==> config.mk <==
export PLATFORM = sky130hd
export DESIGN_NAME = axi_write_arbiter_rr_flat
export DESIGN_NICKNAME = d
export VERILOG_FILES = /design/src/rtl/axi_write_arbiter_rr_pkg.sv /design/src/rtl/axi_write_arbiter_rr_if.sv /design/src/rtl/axi_write_arbiter_rr_picker.sv /design/src/rtl/axi_write_arbiter_rr.sv /design/src/flat_wrapper.sv
export SDC_FILE = /design/constraint.sdc
export NUM_CORES = 1
export LEC_CHECK = 0
export CELL_PAD_IN_SITES_DETAIL_PLACEMENT = 0
export CELL_PAD_IN_SITES_GLOBAL_PLACEMENT = 2
export CORE_UTILIZATION = 29
export CTS_CLUSTER_SIZE = 12
export DETAILED_ROUTE_END_ITERATION = 12
export GPL_ROUTABILITY_DRIVEN = 0
export MAX_ROUTING_LAYER = met4
export PLACE_DENSITY_LB_ADDON = 0.1
export SYNTH_ARGS = -nofsm -noshare
export SYNTH_HDL_FRONTEND = slang
export SYNTH_SLANG_ARGS = --single-unit
==> constraint.sdc <==
create_clock -name ACLK -period 1.97 [get_ports ACLK]
set_clock_uncertainty 0.1 [all_clocks]
set_input_delay 0.394 -clock ACLK [delete_from_list [all_inputs] [get_ports ACLK]]
set_output_delay 0.394 -clock ACLK [all_outputs]
set_load 0.01 [all_outputs]
Fig. 1: selected gate families
Scale: 4 px per um.
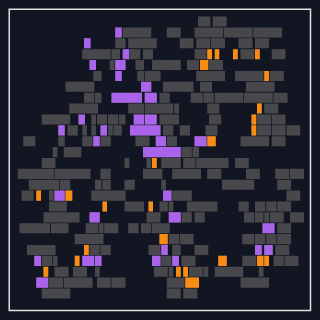
| family | colour | cells |
|---|---|---|
| NOR gates | orange | 25 |
| inverting AOI/OAI gates | purple | 33 |
Comb area share: 0.438
Cell Count, Final, Fillers Out: 305
dominant logic cell type in the layout: clkdlybuf4s50_1

Fig. 2: supply network
Scale: 4 px per um. Pins as bars on the die edge.
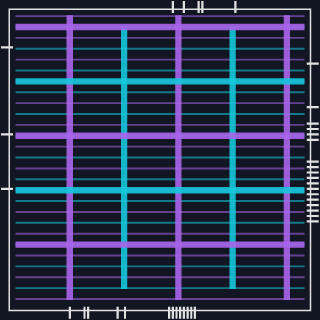
| net | colour |
|---|---|
| VDD | cyan |
| VSS | purple |
signal pins: 39
rows: 26
met4 straps: 5
met1 rails: 27
met5 straps: 5
Die Y: 75.0 um
core area: 0.00511 mm^2
VDD IR max: 0.535 mV
chip width: 75.0 um

Fig. 3: signal wires by layer
Scale: 6 px per um.
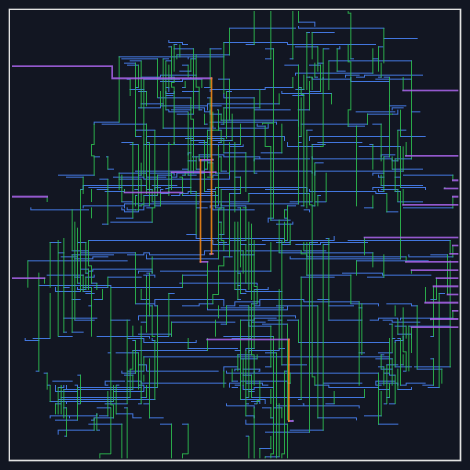
| layer | colour | wire length |
|---|---|---|
| met2 | green | 2030 um |
| met3 | purple | 172 um |
| met1 | blue | 2190 um |
| met4 | orange | 59.8 um |
Routed WL per cell: 14.6 um
Detailed Route WL: 4.45 mm
DR vias: 1494
GRT Util Overall: 0.176

Fig. 4: the clock network
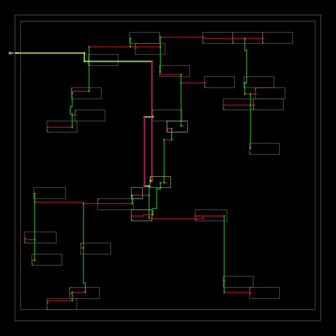
CLK BUF: 3
Sink Count: 27

Fig. 5: routed clock nets over the placement
Scale: 4 px per um.
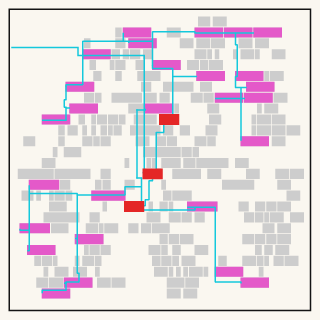
[clock wires] cyan | length: 406 um
[cells driving clock nets] red | count: 3
[flip-flops] magenta | count: 27
flops lie: all over the die
P_clk: 0.332 mW
clock group share of total power: 0.173
Worst-Skew Late Latency: 280 ps

==> results.txt <==
Most common reg cell: dfxtp_1
tool warnings: 32
Clock Path Buffers: 2
initial antenna violation count: 0
register area share after synthesis: 0.350
Mapped Avg Cell Area: 9.14 um^2
cell area after layout: 0.00236 mm^2
total congestion overflow: 0
Cells after Synth: 169
Lkg Pwr: 0.996 nW
CTS Buf Count: 3
vias in the first global route: 1504
Area Overhead vs Synth: 52.7%
PnR worst setup slack: -12.4 ps
Final Setup Violations: 1
Period minus WS final: 1980 ps
yosys stat cell total: 169
YS chip area: 0.00154 mm^2
First-pass DRT Iterations: 4
pwr dens: 816 mW/mm^2
outcome: complete, but fails checks
final antenna-violating net count: 0
violated checks: setup timing
layout make-up:
class,count,share of cell area
tap,70,0.0372
timing repair buffer,67,0.260
sequential,27,0.232
inverter,7,0.0111
clock inverter,1,0.00318
clock buffer,3,0.0175
multi-input combinational,130,0.438
layer usage:
| metal | up-vias | wire, um | global-route usage |
|---|---|---|---|
| met5 | - | 0 | - |
| met4 | 0 | 59 | 0.0608 |
| met3 | 6 | 171 | 0.0241 |
| met2 | 30 | 2030 | 0.280 |
| met1 | 702 | 2190 | 0.229 |
| li1 | 756 | - | - |
cells in the mapped netlist (2+ instances only):
master,instances,area (um^2)
dfxtp_1,27,541
nor2_1,18,67.6
mux2i_1,17,170
a21oi_1,14,70.1
nand2_1,12,45.0
xor2_1,9,78.8
inv_1,7,26.3
ha_1,6,75.1
nand3_1,6,30.0
nand2b_1,4,25.0
or4_1,4,30.0
nor3_1,3,15.0
nor4_1,3,18.8
o21ai_0,3,15.0
o22ai_1,3,18.8
o31ai_1,3,22.5
or3_1,3,18.8
a32oi_1,2,17.5
buf_6,2,22.5
clkbuf_1,2,7.51
nand3b_1,2,15.0
nand4_1,2,12.5
placed cells by master, fill, tap and decap left out, types with 5 or more instances in the layout:
| cell type | count |
|---|---|
| xor2_1 | 9 |
| mux2i_1 | 15 |
| nand2_1 | 12 |
| inv_1 | 5 |
| buf_4 | 28 |
| a21oi_1 | 11 |
| nor2_1 | 18 |
| clkdlybuf4s50_1 | 34 |
| nand3_1 | 6 |
| dfxtp_1 | 23 |
power by group:
| part | internal, mW | leakage, nW | switching [mW] |
|---|---|---|---|
| Combinational | 0.475 | 0.754 | 0.444 |
| Clock | 0.144 | 0.0217 | 0.188 |
| Sequential | 0.607 | 0.221 | 0.0668 |
| Total | 1.23 | 0.996 | 0.699 |
critical path, stage by stage:
cell and delay [ps]:
clkdlybuf4s50_1 420, mux4_2 520, o311a_4 170, o211ai_4 260, buf_4 160, nand2_1 50, a21oi_1 110
what timing repair did:
item / CTS / global route
endpoints found under the setup margin: 9 / 16
resized: 14 / 17
pin swaps: 1 / 2
cloned: 1 / 0
buffers inserted: 0 / 3
through the flow:
| step | std cells | util | TNS (ps) | hold slack, ps |
|---|---|---|---|---|
| 2_1_floorplan | 169 | - | 0 | 372 |
| 3_3_place_gp | 297 | 0.426 | -4440 | 344 |
| 3_5_place_dp | 297 | 0.426 | -4790 | 351 |
| 4_1_cts | 302 | 0.445 | -15.9 | 366 |
| 5_1_grt | 305 | 0.462 | -199 | 399 |
| 6_report | 305 | 0.462 | -12.4 | 366 |
kinds of logic (layout without fill, tap and decap cells):
| logic type | count (synthesis) | in the layout |
|---|---|---|
| compound gates | 37 | 38 |
| xor+xnor | 9 | 9 |
| fa+ha+maj | 6 | 6 |
| buf+inv | 13 | 78 |
| flops | 27 | 27 |
| mux | 19 | 19 |
| simple gates | 58 | 58 |
Power is estimated from default activity; no workload was simulated.
